## src/rtl/sram_burst_bridge.sv

```systemverilog
// Byte-stream to single-port SRAM bridge: rx command/address/data bytes drive
// burst writes or reads, and read data is returned byte by byte on the tx link.
module sram_burst_bridge #(
  parameter int unsigned DATA_BYTES  = 4,
  parameter int unsigned ADDR_W      = 5,
  parameter bit          MSB_FIRST   = 1'b0,
  parameter int unsigned TIMEOUT_CYC = 65535
) (
  input  logic                    clk,
  input  logic                    rst_n,
  input  logic [7:0]              rx_data_out,
  input  logic                    rx_valid,
  output logic                    rx_ready,
  output logic                    rx_enable,
  input  logic                    tx_ready,
  output logic                    tx_valid,
  output logic [7:0]              tx_data_in,
  output logic                    tx_enable,
  output logic                    csb_n,
  output logic                    we_n,
  output logic [ADDR_W-1:0]       addr,
  output logic [8*DATA_BYTES-1:0] sram_data_in,
  input  logic [8*DATA_BYTES-1:0] sram_data_out,
  output logic                    busy,
  output logic                    abort
);

  localparam int unsigned DW         = 8 * DATA_BYTES;
  localparam int unsigned ADDR_BYTES = (ADDR_W + 7) / 8;
  localparam int unsigned AB_W       = 8 * ADDR_BYTES;
  localparam int unsigned TO_W       = (TIMEOUT_CYC > 1) ? $clog2(TIMEOUT_CYC) : 1;

  typedef enum logic [2:0] {
    S_IDLE, S_ADDR, S_WDATA, S_WRITE, S_RREQ, S_RWAIT, S_RSEND
  } state_t;

  state_t            state_q, state_d;
  logic              is_read_q, is_read_d;
  logic [2:0]        len_q, len_d;
  logic [2:0]        word_q, word_d;
  logic [2:0]        byte_q, byte_d;
  logic [AB_W-1:0]   abuf_q, abuf_d;
  logic [DW-1:0]     wbuf_q, wbuf_d;
  logic [DW-1:0]     rbuf_q, rbuf_d;
  logic [TO_W-1:0]   idle_q, idle_d;
  logic [ADDR_W-1:0] cur_addr_q, cur_addr_d;
  logic              tx_valid_d, csb_n_d, we_n_d, abort_d;
  logic [7:0]        tx_data_d;
  logic [ADDR_W-1:0] addr_d;
  logic [DW-1:0]     sram_data_d;
  logic              timed_out, last_word;
  int                apos, dpos, npos;

  assign timed_out = (TIMEOUT_CYC != 0) && (idle_q == TO_W'(TIMEOUT_CYC - 1));
  assign last_word = (word_q == len_q);

  // Next-state and next-output logic; byte positions follow the link byte order
  always_comb begin
    state_d     = state_q;
    is_read_d   = is_read_q;
    len_d       = len_q;
    word_d      = word_q;
    byte_d      = byte_q;
    abuf_d      = abuf_q;
    wbuf_d      = wbuf_q;
    rbuf_d      = rbuf_q;
    idle_d      = '0;
    cur_addr_d  = cur_addr_q;
    tx_valid_d  = tx_valid;
    tx_data_d   = tx_data_in;
    abort_d     = 1'b0;
    addr_d      = addr;
    sram_data_d = sram_data_in;
    csb_n_d     = 1'b1;
    we_n_d      = 1'b1;
    rx_ready    = 1'b0;
    apos = MSB_FIRST ? int'(ADDR_BYTES) - 1 - int'(byte_q) : int'(byte_q);
    dpos = MSB_FIRST ? int'(DATA_BYTES) - 1 - int'(byte_q) : int'(byte_q);
    npos = MSB_FIRST ? int'(DATA_BYTES) - 2 - int'(byte_q) : int'(byte_q) + 1;

    case (state_q)
      S_IDLE: begin
        rx_ready = rx_valid;
        if (rx_valid) begin
          is_read_d = rx_data_out[7];
          len_d     = rx_data_out[6:4];
          word_d    = '0;
          byte_d    = '0;
          abuf_d    = '0;
          state_d   = S_ADDR;
        end
      end
      S_ADDR: begin
        rx_ready = rx_valid;
        if (rx_valid) begin
          for (int i = 0; i < int'(ADDR_BYTES); i++)
            if (i == apos) abuf_d[8*i +: 8] = rx_data_out;
          if (byte_q == 3'(ADDR_BYTES - 1)) begin
            byte_d     = '0;
            cur_addr_d = abuf_d[ADDR_W-1:0];
            state_d    = is_read_q ? S_RREQ : S_WDATA;
          end else begin
            byte_d = byte_q + 3'd1;
          end
        end else if (timed_out) begin
          abort_d = 1'b1;
          state_d = S_IDLE;
        end else begin
          idle_d = idle_q + TO_W'(1);
        end
      end
      S_WDATA: begin
        rx_ready = rx_valid;
        if (rx_valid) begin
          for (int i = 0; i < int'(DATA_BYTES); i++)
            if (i == dpos) wbuf_d[8*i +: 8] = rx_data_out;
          if (byte_q == 3'(DATA_BYTES - 1)) begin
            byte_d  = '0;
            state_d = S_WRITE;
          end else begin
            byte_d = byte_q + 3'd1;
          end
        end else if (timed_out) begin
          abort_d = 1'b1;
          state_d = S_IDLE;
        end else begin
          idle_d = idle_q + TO_W'(1);
        end
      end
      S_WRITE: begin
        if (last_word) begin
          state_d = S_IDLE;
        end else begin
          word_d     = word_q + 3'd1;
          cur_addr_d = cur_addr_q + ADDR_W'(1);
          state_d    = S_WDATA;
        end
      end
      S_RREQ:  state_d = S_RWAIT;
      S_RWAIT: begin
        rbuf_d     = sram_data_out;
        tx_valid_d = 1'b1;
        for (int i = 0; i < int'(DATA_BYTES); i++)
          if (i == dpos) tx_data_d = sram_data_out[8*i +: 8];
        state_d = S_RSEND;
      end
      S_RSEND: begin
        if (tx_valid && tx_ready) begin
          if (byte_q == 3'(DATA_BYTES - 1)) begin
            tx_valid_d = 1'b0;
            byte_d     = '0;
            if (last_word) begin
              state_d = S_IDLE;
            end else begin
              word_d     = word_q + 3'd1;
              cur_addr_d = cur_addr_q + ADDR_W'(1);
              state_d    = S_RREQ;
            end
          end else begin
            byte_d = byte_q + 3'd1;
            for (int i = 0; i < int'(DATA_BYTES); i++)
              if (i == npos) tx_data_d = rbuf_q[8*i +: 8];
          end
        end
      end
      default: state_d = S_IDLE;
    endcase

    // Strobes are decoded from the state being entered so they leave a flop
    csb_n_d = !(state_d == S_WRITE || state_d == S_RREQ);
    we_n_d  = (state_d != S_WRITE);
    if (!csb_n_d) addr_d = cur_addr_d;
    if (state_d == S_WRITE) sram_data_d = wbuf_d;
  end

  always_ff @(posedge clk or negedge rst_n) begin
    if (!rst_n) begin
      state_q      <= S_IDLE;
      is_read_q    <= 1'b0;
      len_q        <= '0;
      word_q       <= '0;
      byte_q       <= '0;
      abuf_q       <= '0;
      wbuf_q       <= '0;
      rbuf_q       <= '0;
      idle_q       <= '0;
      cur_addr_q   <= '0;
      rx_enable    <= 1'b1;
      tx_valid     <= 1'b0;
      tx_enable    <= 1'b0;
      tx_data_in   <= '0;
      csb_n        <= 1'b1;
      we_n         <= 1'b1;
      addr         <= '0;
      sram_data_in <= '0;
      busy         <= 1'b0;
      abort        <= 1'b0;
    end else begin
      state_q      <= state_d;
      is_read_q    <= is_read_d;
      len_q        <= len_d;
      word_q       <= word_d;
      byte_q       <= byte_d;
      abuf_q       <= abuf_d;
      wbuf_q       <= wbuf_d;
      rbuf_q       <= rbuf_d;
      idle_q       <= idle_d;
      cur_addr_q   <= cur_addr_d;
      rx_enable    <= 1'b1;
      tx_valid     <= tx_valid_d;
      tx_enable    <= tx_valid_d;
      tx_data_in   <= tx_data_d;
      csb_n        <= csb_n_d;
      we_n         <= we_n_d;
      addr         <= addr_d;
      sram_data_in <= sram_data_d;
      busy         <= (state_d != S_IDLE);
      abort        <= abort_d;
    end
  end

endmodule

```

## config.mk

```make
export PLATFORM = sky130hd
export DESIGN_NAME = sram_burst_bridge
export DESIGN_NICKNAME = d
export VERILOG_FILES = /design/src/rtl/sram_burst_bridge.sv
export SDC_FILE = /design/constraint.sdc
export NUM_CORES = 1
export LEC_CHECK = 0
export CORE_MARGIN = 8
export CORE_UTILIZATION = 30
export DETAILED_ROUTE_END_ITERATION = 8
export PLACE_DENSITY = 0.6
export SETUP_SLACK_MARGIN = 0.4
export SYNTH_ARGS = -nofsm -noshare
export SYNTH_HDL_FRONTEND = slang
export SYNTH_SLANG_ARGS = --single-unit
```

## constraint.sdc

```tcl
create_clock -name clk -period 3.2 [get_ports clk]
set_input_delay 0.64 -clock clk [delete_from_list [all_inputs] [get_ports clk]]
set_output_delay 0.64 -clock clk [all_outputs]
set_load 0.01 [all_outputs]
```

==> results.txt <==
status - completed
Tmin final - 2.68 ns
logic area - 0.00298 sq mm
R2R depth - 7
total chip power - 0.00736 W
Seq. cell area - 0.00351 sq mm
clk_skew - 0.00713 ns
cell count along the critical path - 3
Clock buffer cells - 18
Rows - 54
Post-Place Cells - 941
# DRC - 0
Top cell area share - 51.3%
maximum VDD drop - 354 uV
GR Overflow Total - 0
combinational power share - 36.8%
CP Capture Type - output port
sequential power share - 37.9%
main flop type after synthesis - dfrtp_1
M1 GR Usage - 15.9%
AO/OA Area Share - 9.71%
Yosys reg bits - 140
die span in y - 166 um
reg2reg start - byte_q[0]
Top non-seq family - multiplexers
syn nets - 640
top power group - registers
adder share - 2.05%
CP Buf/Inv Count - 1
fin area - 0.00856 sq mm
max-slew violations - 0
gr busiest metal - met2
# Taps - 280
layout net count - 735
Leak Pwr - 3.71 nW
largest net degree at the start of global routing - 61
FP Util - 30.7%
1st-iter DRT viols - 289
registers with the most flip-flops - rbuf_q x32, sram_data_in x32, wbuf_q x24
crit path capture - rx_ready
ys cells - 585
wire length on met3 - 693 um
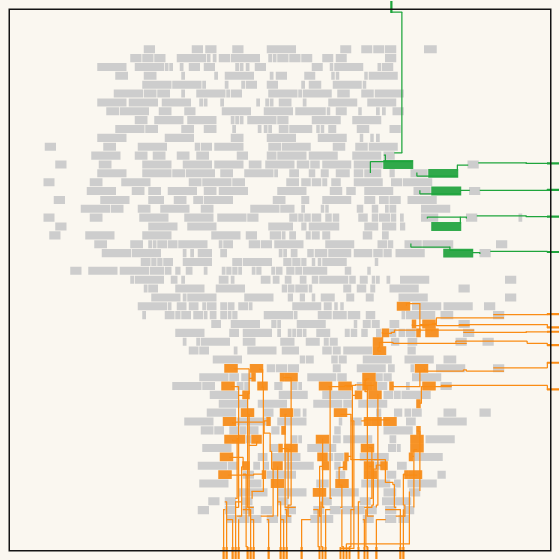
Figure 1: nets reached from selected ports.
| color | port | bits | direction | edge | end cells | buffers | wire |
|---|---|---|---|---|---|---|---|
| green | `addr` | 5 | output | 4 right, 1 top | 5 | 5 | 224 um |
| orange | `sram_data_out` | 32 | input | 26 bottom, 6 right | 64 | 32 | 1490 um |

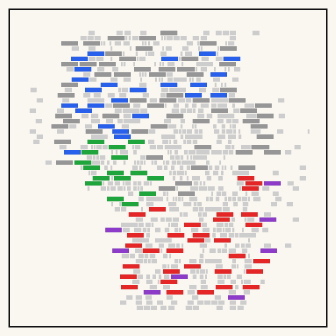
Figure 2: sequential cells grouped by signal name.
Other sequential cells in the stronger gray, the rest of the logic in the fainter gray.
| color | signal | sequential cells |
|---|---|---|
| purple | `tx_data_in` | 8 |
| green | `idle_q` | 16 |
| blue | `wbuf_q` | 24 |
| red | `rbuf_q` | 32 |
not colored: 60

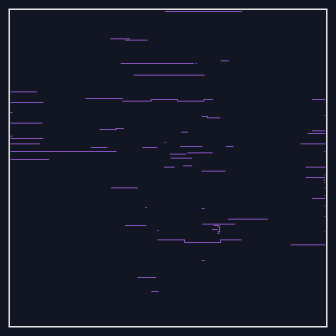
Figure 3: the metal 3 layer.
main direction: horizontal
share of all routed wire: 4.2%
nets with wire on the layer: 49
longest straight run: 55.2 um
wire length on this layer: 694 um
vias: 4717
M3 GR Usage: 3.12%
DRT Wirelength: 16600 um

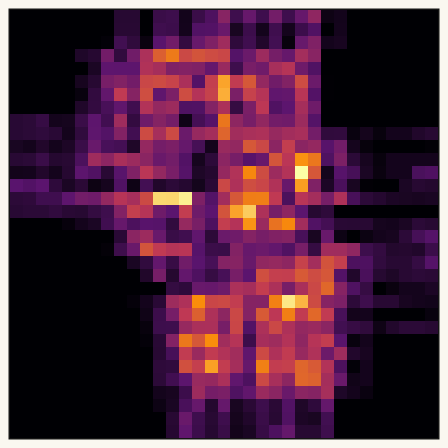
Figure 4: signal metal coverage by tile.
The die is cut into 33 by 33 equal tiles; black is low, pale yellow is high, scaled to the fullest tile. Values are wire area over tile area, all layers added.
nearly empty tiles: 34%
mean over tiles: 0.095
fullest tile: 0.50
emptiest ninth of the die: lower left
wire length per cell: 17.1 um
Total Routing Usage GR: 12.5%

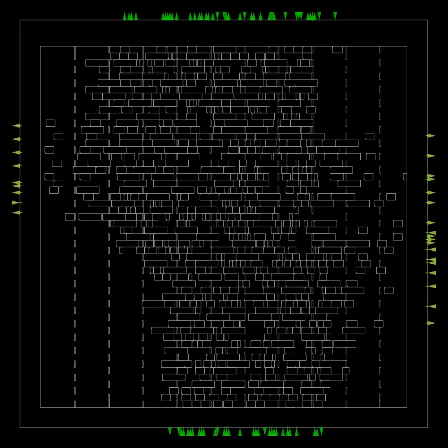
Figure 5: cell placement.
Flops: 140
Core ar.: 0.0219 sq mm
Filler cells: 2185
final core occ: 39.1%
fin cells: 973

Power and IR drop assume default switching activity.
